==> run_1/layer_met1.png <==
The bar under the picture is 20 um long.
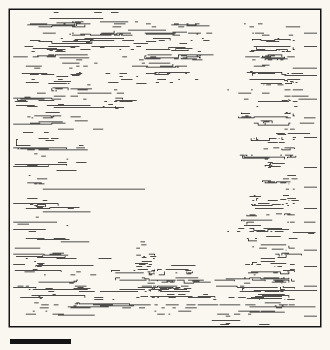
==> run_1/layer_met2.png <==
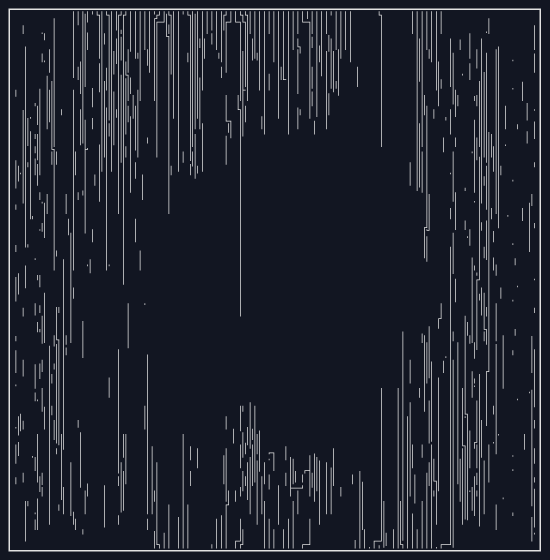
==> run_1/layer_met3.png <==
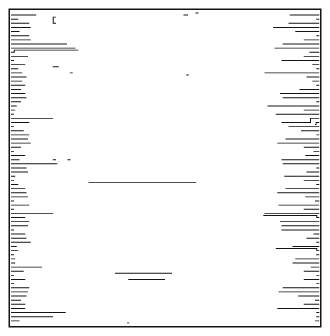
[config.mk]
export PLATFORM = sky130hd
export DESIGN_NAME = dmem_arbiter
export DESIGN_NICKNAME = d
export VERILOG_FILES = /design/src/rtl/dmem_arbiter.sv
export SDC_FILE = /design/constraint.sdc
export NUM_CORES = 1
export LEC_CHECK = 0
export CORE_AREA = 2 2 100 102
export CTS_BUF_LIST = sky130_fd_sc_hd__clkbuf_4
export CTS_CLUSTER_SIZE = 25
export DETAILED_ROUTE_END_ITERATION = 10
export DIE_AREA = 0 0 102 104
export MAX_ROUTING_LAYER = met4
export PLACE_DENSITY = 0.66
export SYNTH_ARGS = -nofsm -noshare
export SYNTH_HDL_FRONTEND = slang
export SYNTH_SLANG_ARGS = --single-unit
[constraint.sdc]
create_clock -name clk -period 7.1 [get_ports clk]
set_input_delay 2.13 -clock clk [delete_from_list [all_inputs] [get_ports clk]]
set_output_delay 2.13 -clock clk [all_outputs]
set_load 0.01 [all_outputs]
[src/rtl/dmem_arbiter.sv]
`default_nettype none
// +----------------------------------------------------------------------------+
// | dmem_arbiter: core (C) / debug (D) arbiter for the single-port data memory |
// | Rev 1.0                                                                    |
// +----------------------------------------------------------------------------+
module dmem_arbiter #(
  parameter int AW           = 16,
  parameter int DW           = 32,
  parameter int STARVE_LIMIT = 4
) (
  input  logic          clk,
  input  logic          rst,
  // core port
  input  logic          c_req,
  input  logic          c_we,
  input  logic [AW-1:0] c_addr,
  input  logic [DW-1:0] c_wdata,
  output logic          c_gnt,
  output logic          c_stall,
  output logic          c_rvalid,
  output logic [DW-1:0] c_rdata,
  // debug port
  input  logic          d_req,
  input  logic          d_we,
  input  logic [AW-1:0] d_addr,
  input  logic [DW-1:0] d_wdata,
  output logic          d_gnt,
  output logic          d_rvalid,
  output logic [DW-1:0] d_rdata,
  // memory side
  output logic          m_en,
  output logic          m_we,
  output logic [AW-1:0] m_addr,
  output logic [DW-1:0] m_wdata,
  input  logic [DW-1:0] m_rdata,
  output logic          owner
);

  localparam int            CW         = $clog2(STARVE_LIMIT + 1);
  localparam logic [CW-1:0] LIMIT      = CW'(STARVE_LIMIT);
  localparam logic          PORT_CORE  = 1'b0;
  localparam logic          PORT_DEBUG = 1'b1;

  logic [CW-1:0] starve_cnt;
  logic          force_d;
  logic          rd_pend;
  logic          rd_port;

  // Grants are held low during reset so the memory sees no access while rst is high.
  assign force_d = (starve_cnt == LIMIT);
  assign d_gnt   = ~rst & d_req & (~c_req | force_d);
  assign c_gnt   = ~rst & c_req & ~d_gnt;
  assign c_stall = ~rst & c_req & ~c_gnt;

  assign m_en    = c_gnt | d_gnt;
  assign m_we    = (c_gnt & c_we) | (d_gnt & d_we);
  assign m_addr  = d_gnt ? d_addr  : c_addr;
  assign m_wdata = d_gnt ? d_wdata : c_wdata;

  always_ff @(posedge clk or posedge rst) begin
    if (rst) begin
      starve_cnt <= '0;
    end else if (d_req && !d_gnt) begin
      if (starve_cnt != LIMIT)
        starve_cnt <= starve_cnt + CW'(1);
    end else begin
      // Granted or withdrawn: a dropped request forfeits its credit.
      starve_cnt <= '0;
    end
  end

  always_ff @(posedge clk or posedge rst) begin
    if (rst) begin
      rd_pend <= 1'b0;
      rd_port <= PORT_CORE;
      owner   <= PORT_CORE;
    end else begin
      rd_pend <= m_en & ~m_we;
      if (m_en) begin
        rd_port <= d_gnt ? PORT_DEBUG : PORT_CORE;
        owner   <= d_gnt ? PORT_DEBUG : PORT_CORE;
      end
    end
  end

  // Single-cycle read latency: the tag captured at grant steers the returning word.
  assign c_rvalid = rd_pend & (rd_port == PORT_CORE);
  assign d_rvalid = rd_pend & (rd_port == PORT_DEBUG);
  assign c_rdata  = c_rvalid ? m_rdata : '0;
  assign d_rdata  = d_rvalid ? m_rdata : '0;

endmodule
`default_nettype wire

==> reports/qor.txt, run 1 <==
worst slew pin tran = 0.8062 ns
Power Density = 75.91 nW/um^2
die span in y = 104 um
Post-Route WL = 7.782 mm
Compound Share, Synth = 0.04735
top achievable clock speed = 0.1562 GHz
fill cell count = 962
CTS Buffer Depth = 2
leakage power = 0.001606 uW
yosys stat cell total = 158
MUX area fraction = 0.4085
vias in the first global route = 2215
crit-path max FO = 52
XORs/XNORs by Area = 0.006500
CP startpoint = d_req
via count = 2157
setup TNS = 0 ns
top-count cell post-synth = mux2_2
die area = 10610 um^2
row count = 36
floorplan net count = 294
total of warnings raised by yosys = 0
RR Endpoint = starve_cnt[2]
Adders+Majority by Area = 0.01857
Total GRT Usage = 0.1354
post_cts resized = 0
unrepaired setup endpoints after global routing = false
Top non-seq family = multiplexers
post-route cell area = 4016 um^2
Post-synth top flop = dfrtp_1
initial drt markers = 45
top cells by count = mux2_2 (44), and2_1 (33), and3_1 (32)
Non-Filler Instances = 537
min cycle time layout = 6.401 ns
endpoints failing hold = 0
DR WL/cell = 14.49 um
post-synth area from yosys stat = 1348 um^2
synthesis-to-finish area growth = 198.1%
RD Place Congestion = 0.8501
GR Overflow Total = 0
Placed Cells incl. Taps = 532
critical path startpoint category = primary input
max-cap violations = 0
Critical Path Slowest Stage Cell = clkdlybuf4s50_1
EDFF count, synth = 0
Worst-path clk slew = 0.04 ns
PnR Total Power = 304.9 uW
Crit path largest cell delay = 0.54 ns
clock root cell = clkbuf_4
router iterations before antenna repair = 4
Nets = 540
CORE AREA = 9549 um^2
post-DP HPWL = 6.924 mm
# clock sinks = 5
IO Count = 254
Worst Path Class, Setup = in -> out
OpenROAD warning count = 27
pin count of the biggest net entering global routing = 53
Synth Cell Area = 1348 um^2
max-slew violations = 0
simple-gate share of the synthesized area = 0.3454
H-tree depth = 1
synthesized instance count = 158
status = finished, final reports clean
number of antenna violations at the first check in global routing = 1
relative slew slack = 0.4626
Setup Buffers After CTS = 0
About layer_met1.png:
share of all routed wire: 34%
nets with wire on the layer: 423

About layer_met2.png:
wire length on this layer: 4030 um
share of all routed wire: 52%
longest straight run: 57.3 um
main direction: vertical
nets with wire on the layer: 476

About layer_met3.png:
share of all routed wire: 13%
wire length on this layer: 991 um
nets with wire on the layer: 157

==> run 1: layout by cell type (no fill, tap or decap), types with 2 or more instances in the layout <==
cell type        synthesis  routed
clkdlybuf4s50_1          0     253
ha_1                     2       2
mux2_1                   4       4
and3_1                  32      32
dfrtp_1                  5       5
nor3b_1                  2       2
clkbuf_4                 0       4
and2_1                  33      33
nor2_1                   2       2
inv_1                    5       5
mux2_2                  44      44
==> run 1: where the power goes <==
group          switching (uW)  leakage (uW)  internal (uW)
combinational            72.1       0.00152            157
sequential               9.27     0.0000653           31.3
clock                    10.6     0.0000184           25.0
total                    92.0       0.00161            213
==> run 1: worst max-delay path: cells and delay by family <==
family                 cells  cell delay, ns
buffers and inverters      3            1.36
muxes                      1            0.38
AOI/OAI and AO/OA          1            0.21
and+or+nand+nor            1            0.15
==> run 1: cell type report <==
type	instances	area, um^2	area share
well taps	133	166.4	0.04143
clock buffers	4	30.03	0.007477
multi-input cells	134	1114	0.2773
diodes	1	2.502	0.0006231
inverters	5	18.77	0.004673
repair buffers	255	2560	0.6374
flip-flops and latches	5	125.1	0.03115
==> run 1: registers in the layout, summed over array words and instances, names as in the netlist <==
name and cells:
starve_cnt 3, owner 1, rd_pend 1
==> run 1: stage by stage <==
step | util | setup slack (ns) | hold slack [ns]
floorplan | - | 1.812 | 0.5561
CTS | 0.4203 | 0.6718 | 0.5939
global route | 0.4206 | 0.5764 | 0.6282
detailed placement | 0.4172 | 0.6746 | 0.5861
global placement | 0.4172 | 0.7305 | 0.5879
finish | 0.4206 | 0.6987 | 0.5904
==> run 1: routing by layer <==
layer,up-vias,wire length [um],GRT usage
li1,1050,-,-
met1,932,2613,0.1280
met2,165,4028,0.2608
met3,10,990,0.04032
met4,0,148,0.03333
met5,-,0,-
==> run 1: cells by family after synthesis <==
logic type | after synthesis
AND-OR/OR-AND | 7
flip-flops | 5
buffers and inverters | 19
adder cells (fa/ha/maj) | 2
multiplexers | 49
XOR/XNOR | 1
AND/OR/NAND/NOR | 75
==> run 1: how the worst min path moves through the flow <==
stage | startpoint | endpoint | slack (ns) | cells after the start
2_1_floorplan | starve_cnt[0] | starve_cnt[0] | 0.56 | 2
6_report | starve_cnt[0] | starve_cnt[0] | 0.59 | 2
4_1_cts | starve_cnt[0] | starve_cnt[0] | 0.59 | 2
5_1_grt | starve_cnt[0] | starve_cnt[0] | 0.63 | 2
3_5_place_dp | starve_cnt[0] | starve_cnt[0] | 0.59 | 2
3_3_place_gp | starve_cnt[0] | starve_cnt[0] | 0.59 | 2
==> run_1/io_fan.png <==
The bar under the picture is 20 um long.
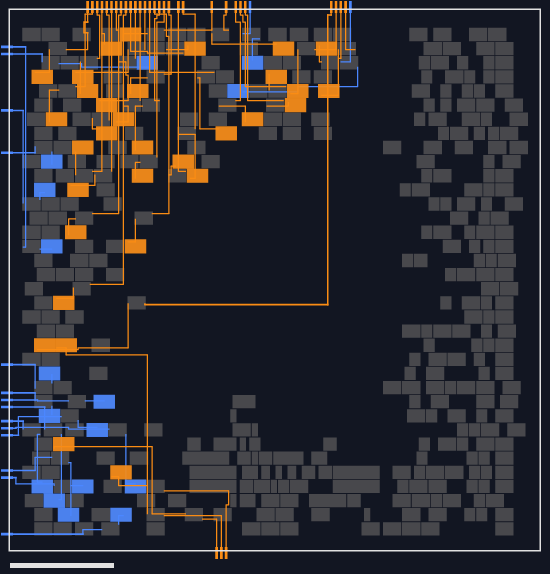

--- run 2 (diff from run 1) ---
Settings changed: CTS_CLUSTER_DIAMETER set to 60, RECOVER_POWER set to 50.
==> run_2/io_fan.png <==
The bar under the picture is 20 um long.
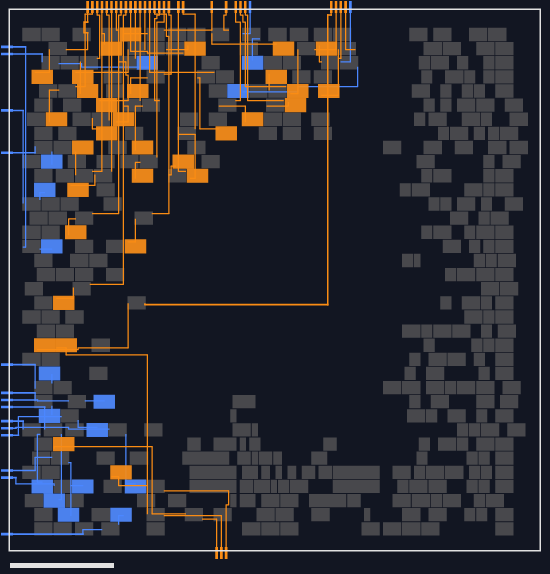
| port | colour | bits | direction | edge | end cells | buffers | wire |
|---|---|---|---|---|---|---|---|
| m_wdata | orange | 32 | output | 29 top, 3 bottom | 32 | 32 | 1060 um |
| c_addr | blue | 16 | input | 14 left, 2 top | 16 | 16 | 322 um |

==> run_2/layer_met2.png <==
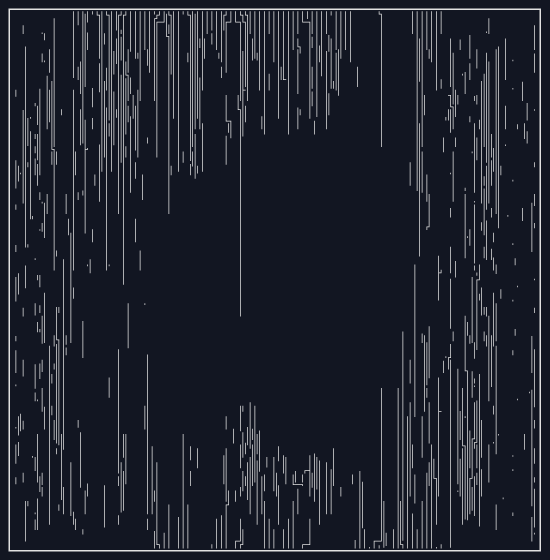
share of all routed wire: 51%
nets with wire on the layer: 476

==> reports/qor.txt, run 2 <==
initial drt markers = 52
CTS buffer count = 3
CORE AREA = 9549 um^2
top cell type by total area after synthesis = mux2_2
critical path data required time = 4.97 ns
Seq. cell area = 125.1 um^2
Nets = 540
cts hold-fix bufs = 0
Setup Buffers After CTS = 0
dominant cells by area after synthesis = mux2_2 (37%), and2_1 (15%), and3_1 (15%), dfrtp_1 (9.3%), buf_6 (4.2%)
I/O Buffers = 253
Syn Area/Cell = 8.529 um^2
biggest regs = starve_cnt (3), owner (1), rd_pend (1)
yosys stat cell total = 158
Hold WS = 0.5905 ns
unrepaired setup endpoints after global routing = false
router iterations before antenna repair = 4
top-count cell post-synth = mux2_2
endpoints failing hold = 0
setup TNS = 0 ns
Post-Route WL = 7.780 mm
worst slew pin tran = 0.9734 ns
most frequent cells in the layout = clkdlybuf4s50_1 (199), dlygate4sd3_1 (54), mux2_2 (44)
CP Capture Type = primary output
logic area = 1102 um^2
Total GRT Usage = 0.1354
RD Place Congestion = 0.8501
Setup Viol. Count Final = 0
top achievable clock speed = 0.1497 GHz
status = finished, final reports clean
Die X = 102 um
post_cts resized = 0
max-slew violations = 0
row count = 36
Biggest register = starve_cnt
die area = 10610 um^2
number of antenna violations at the first check in global routing = 1
most numerous logic cell after layout = clkdlybuf4s50_1
vias in the first global route = 2215
CTS tree = yes
fin util = 0.4190
H-tree depth = 1
IO Count = 254
CTS Buffer Depth = 2
critical path arrival = 4.55 ns
Worst-path clk slew = 0.04 ns
Largest register FFs = 3
pin count of the biggest net entering global routing = 53
share of cells above drive strength 1 = 0.1241
via/cell ratio = 4.050
via count = 2175
post-synth area from yosys stat = 1348 um^2
Worst Path Class, Setup = in -> out
GR Overflow Total = 0
Placed Cells incl. Taps = 532
PnR worst setup slack = 0.4203 ns
die span in y = 104 um
Power Density = 74.57 nW/um^2
Synth Cell Area = 1348 um^2
leakage power = 0.001765 uW
DR WL/cell = 14.49 um
clock root cell = clkbuf_4
worst hold path class = reg -> reg
antenna-violating nets left = 0
Flops after synth = 5
max-cap violations = 0
synthesized instance count = 158
synthesis-to-finish area growth = 196.9%
crit-path max FO = 52
Peak VDD IR = 0.04368 mV
DRC viols = 0
Cell Type Count = 26
fill cell count = 964
min cycle time layout = 6.680 ns
relative slew slack = 0.3511
total of warnings raised by yosys = 0
FP Core Util = 0.1411
OpenROAD warning count = 27
setup slack after placement = 0.6746 ns
cycle use final = 0.9408
Post-synth top flop = dfrtp_1
register area share after synthesis = 0.09285
FFs w/ async S/R, synth = 1.000
# clock sinks = 5
Final Skew = 0.0008656 ns
floorplan net count = 294
post-DP HPWL = 6.924 mm
critical path startpoint category = primary input
EDFF count, synth = 0
top cells by count = mux2_2 (44), and2_1 (33), and3_1 (32)
Max-area cell share = 0.3677
Non-Filler Instances = 537
Latency at later pin = 0.24 ns
first-pass GRT wire length = 11.17 mm
[run 2: cell counts after synthesis]
No cell type changed its count.
[run 2: logic make-up (layout without fill, tap and decap cells)]
family	after synthesis	after routing	synth area share
simple gates	75	75	0.3454
mux	49	49	0.4085
buf+inv	19	264	0.08078
compound gates	7	7	0.04736
flops	5	5	0.09285
fa+ha+maj	2	2	0.01857
xor+xnor	1	1	0.006501
other cells	0	1	0
[run 2: worst paths after layout]
path                               start            end  slack [ns]  depth (start not counted)
hold reg to reg            starve_cnt[0]  starve_cnt[0]        0.59                          2
setup / recovery                     rst     m_wdata[6]        0.42                          6
max in group asynchronous            rst  starve_cnt[1]        4.64                          2
setup reg to reg           starve_cnt[0]  starve_cnt[2]        5.34                          6
min in group asynchronous            rst        rd_pend        2.28                          2
hold / removal             starve_cnt[0]  starve_cnt[0]        0.59                          2
[run 2: through the flow]
stage / cell area [um^2] / power, uW
after global placement: 3984 / 270.3
after floorplan: 1348 / 112.9
after global routing: 4001 / 320.1
final: 4001 / 298.4
after detailed placement: 3984 / 271.9
after CTS: 4014 / 309.5
[run 2: cell type report]
cell class | instances | share of cell area
Antenna cell | 1 | 0.0006254
Clock buffer | 4 | 0.007505
Inverter | 5 | 0.004690
Multi-Input combinational cell | 134 | 0.2755
Sequential cell | 5 | 0.03127
Tap cell | 133 | 0.04159
Timing Repair Buffer | 255 | 0.6388
[run 2: where the power goes]
part / leakage [uW] / total [uW] / switching [uW] / internal, uW
sequential: 0.0000653 / 40.5 / 9.21 / 31.3
combinational: 0.00168 / 222 / 71.2 / 151
clock: 0.0000184 / 35.7 / 10.7 / 25.0
total: 0.00176 / 298 / 91.1 / 207
[run 2: critical path: stages]
cell and delay (ns):
dlygate4sd3_1 0.56, nand2b_1 0.19, a21oi_1 0.40, buf_12 0.32, mux2_2 0.38, clkdlybuf4s50_1 0.54
[run 2: routing by layer]
metal | global-route usage | wire (um) | vias to the layer above
met5 | - | 0 | -
li1 | - | - | 1051
met1 | 0.1280 | 2601 | 946
met2 | 0.2608 | 3982 | 166
met3 | 0.04032 | 995 | 12
met4 | 0.03333 | 201 | 0
==> run_2/layer_met3.png <==
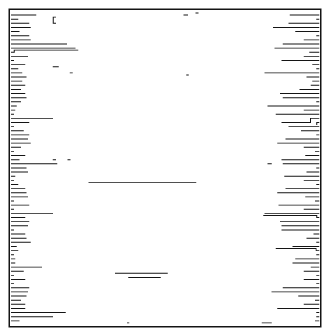

--- run 3 (diff from run 2) ---
Settings changed: CTS_BUF_LIST sky130_fd_sc_hd__clkbuf_4 to unset.
==> run_3/layer_met3.png <==
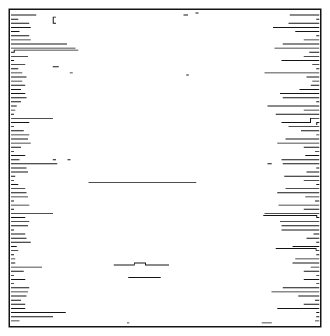
main direction: horizontal
longest straight run: 35.2 um
nets with wire on the layer: 158
wire length on this layer: 997 um
share of all routed wire: 13%

==> reports/qor.txt, run 3 <==
critical path arrival = 4.54 ns
share of cells above drive strength 1 = 0.1216
Crit path largest cell delay = 0.56 ns
register share of total power = 0.130
vias in the first global route = 2215
register area share after synthesis = 0.09285
min cycle time layout = 6.670 ns
Hold Startpoint = starve_cnt[0]
floorplan net count = 294
yosys stat cell total = 158
Peak VDD IR = 0.04596 mV
Placed Cells incl. Taps = 532
leakage power = 0.001769 uW
Flops after synth = 5
PnR worst setup slack = 0.4304 ns
max-cap violations = 0
Latency at later pin = 0.22 ns
CTS Buffer Depth = 2
Cell Type Count = 26
CORE AREA = 9549 um^2
DR WL/cell = 14.48 um
GR Overflow Total = 0
# clock sinks = 5
crit path cell chain = dlygate4sd3_1 > nand2b_1 > a21oi_1 > buf_12 > mux2_2 > clkdlybuf4s50_1
pin count of the biggest net entering global routing = 53
I/O Buffers = 253
fin util = 0.4206
Final Skew = 0.0003680 ns
Max-area cell share = 0.3677
total of warnings raised by yosys = 0
P_sw = 92.45 uW
endpoints failing hold = 0
FFs w/ async S/R, synth = 1.000
Total GRT Usage = 0.1358
reg-to-reg setup timing slack = 5.35 ns
Critical R2R Launch = starve_cnt[0]
initial drt markers = 51
RD Place Congestion = 0.8501
Buf/Inv on CP = 3
Post-synth top flop = dfrtp_1
first-pass GRT wire length = 11.18 mm
DRC viols = 0
r2r worst-path depth = 6
synthesis-to-finish area growth = 198.1%
top-count cell post-synth = mux2_2
Synth Cell Area = 1348 um^2
Largest register FFs = 3
biggest regs = starve_cnt (3), owner (1), rd_pend (1)
max-slew violations = 0
critical path data required time = 4.97 ns
row count = 36
FP Core Util = 0.1411
Power Density = 77.96 nW/um^2
relative slew slack = 0.3511
top cells by count = mux2_2 (44), and2_1 (33), and3_1 (32)
post_cts resized = 0
EDFF count, synth = 0
critical path startpoint category = primary input
status = finished, final reports clean
CTS buffer count = 3
OpenROAD warning count = 27
H-tree depth = 1
IO Count = 254
RR Endpoint = starve_cnt[2]
Hold EP = starve_cnt[0]
antenna-violating nets left = 0
top cell type by total area after synthesis = mux2_2
most numerous logic cell after layout = clkdlybuf4s50_1
Comb pwr share = 0.709
cycle use final = 0.9394
Syn Area/Cell = 8.529 um^2
post-DP HPWL = 6.924 mm
die area = 10610 um^2
worst hold path class = reg -> reg
crit-path leading delay family = buffers and inverters
Nets = 540
Clock power frac = 0.161
CP Capture Type = primary output
crit-path max FO = 52
top achievable clock speed = 0.1499 GHz
via/cell ratio = 4.041
Setup Viol. Count Final = 0
Non-Filler Instances = 537
CTS tree = yes
Setup Buffers After CTS = 0
Critical Path Slowest Stage Cell = dlygate4sd3_1
Worst-path clk slew = 0.03 ns
via count = 2170
number of antenna violations at the first check in global routing = 1
worst slew pin tran = 0.9734 ns
router iterations before antenna repair = 4
cell internal pwr = 220.7 uW
dominant cells by area after synthesis = mux2_2 (37%), and2_1 (15%), and3_1 (15%), dfrtp_1 (9.3%), buf_6 (4.2%)
synthesized instance count = 158
most frequent cells in the layout = clkdlybuf4s50_1 (199), dlygate4sd3_1 (54), mux2_2 (44)
Die X = 102 um
hold-critical path depth = 2
sw frac = 0.2953
Post-Route WL = 7.774 mm
setup slack after placement = 0.6746 ns
setup TNS = 0 ns
unrepaired setup endpoints after global routing = false
die span in y = 104 um
Biggest register = starve_cnt
clock root cell = clkbuf_8
cts hold-fix bufs = 0
Worst Path Class, Setup = in -> out
post-synth area from yosys stat = 1348 um^2
==> run_3/io_fan.png <==
The bar under the picture is 20 um long.
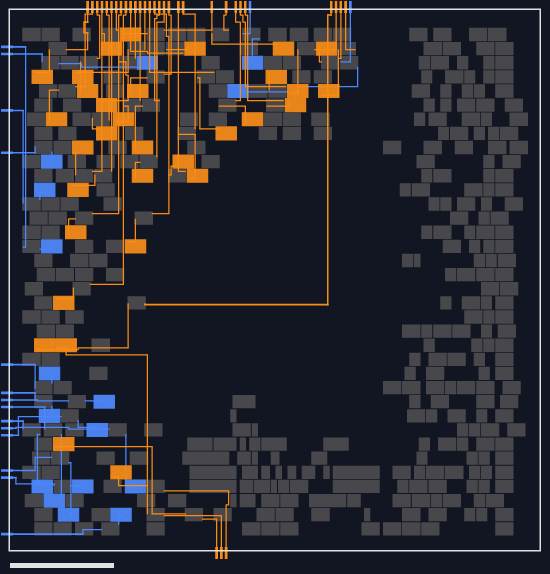
| port | colour | bits | direction | edge | end cells | buffers | wire |
|---|---|---|---|---|---|---|---|
| c_addr | blue | 16 | input | 14 left, 2 top | 16 | 16 | 322 um |
| m_wdata | orange | 32 | output | 29 top, 3 bottom | 32 | 32 | 1060 um |

## run 3: logic make-up (layout without fill, tap and decap cells)
kind of cell             after synthesis  after routing  synth area share
AND/OR/NAND/NOR                       75             75            0.3454
AND-OR/OR-AND                          7              7           0.04736
flip-flops                             5              5           0.09285
adder cells (fa/ha/maj)                2              2           0.01857
buffers and inverters                 19            264           0.08078
multiplexers                          49             49            0.4085
XOR/XNOR                               1              1          0.006501
other                                  0              1                 0
## run 3: worst max path at each step
stage / start / to / cells after the start
2_1_floorplan: rst / m_wdata[28] / 4
3_3_place_gp: d_req / m_wdata[6] / 6
3_5_place_dp: d_req / m_wdata[6] / 6
4_1_cts: d_req / m_wdata[6] / 6
5_1_grt: rst / m_wdata[6] / 6
6_report: rst / m_wdata[6] / 6
## run 3: cell type report
cell class	count	area [um^2]
repair buffers	255	2556
clock buffers	4	45.04
fillers	965	5533
inverters	5	18.77
well taps	133	166.4
multi-input cells	134	1102
diodes	1	2.502
flip-flops and latches	5	125.1
## run 3: worst register-to-register path: cells and delay by family, from the launching register on
| kind | cells | cell delay, ns |
|---|---|---|
| compound gates | 1 | 0.42 |
| fa+ha+maj | 1 | 0.20 |
| flops | 1 | 0.39 |
| buf+inv | 2 | 0.39 |
| simple gates | 2 | 0.22 |
## run 3: per-stage QoR
stage | power [uW] | hold slack (ns) | area [um^2]
after floorplan | 112.9 | 0.5561 | 1348
after global placement | 270.3 | 0.5879 | 3984
after detailed placement | 271.9 | 0.5861 | 3984
after CTS | 324.5 | 0.5928 | 4029
after global routing | 336.2 | 0.6265 | 4016
final | 313.1 | 0.5893 | 4016
## run 3: power groups by stage
stage          registers, uW  clock network (uW)  logic, uW
6_report                40.6                50.5        222
2_1_floorplan           34.7                   0       78.1
3_5_place_dp            41.0                   0        231
4_1_cts                 40.7                51.8        232
3_3_place_gp            40.9                   0        229
5_1_grt                 42.5                56.7        237
## run 3: per-layer routing
metal / GRT usage / routed length, um / up-vias
li1: - / - / 1051
met1: 0.1280 / 2598 / 941
met2: 0.2608 / 3976 / 166
met3: 0.04234 / 997 / 12
met4: 0.03333 / 201 / 0
met5: - / 0 / -
No activity file was given, so power comes from the tool's default toggle rates.
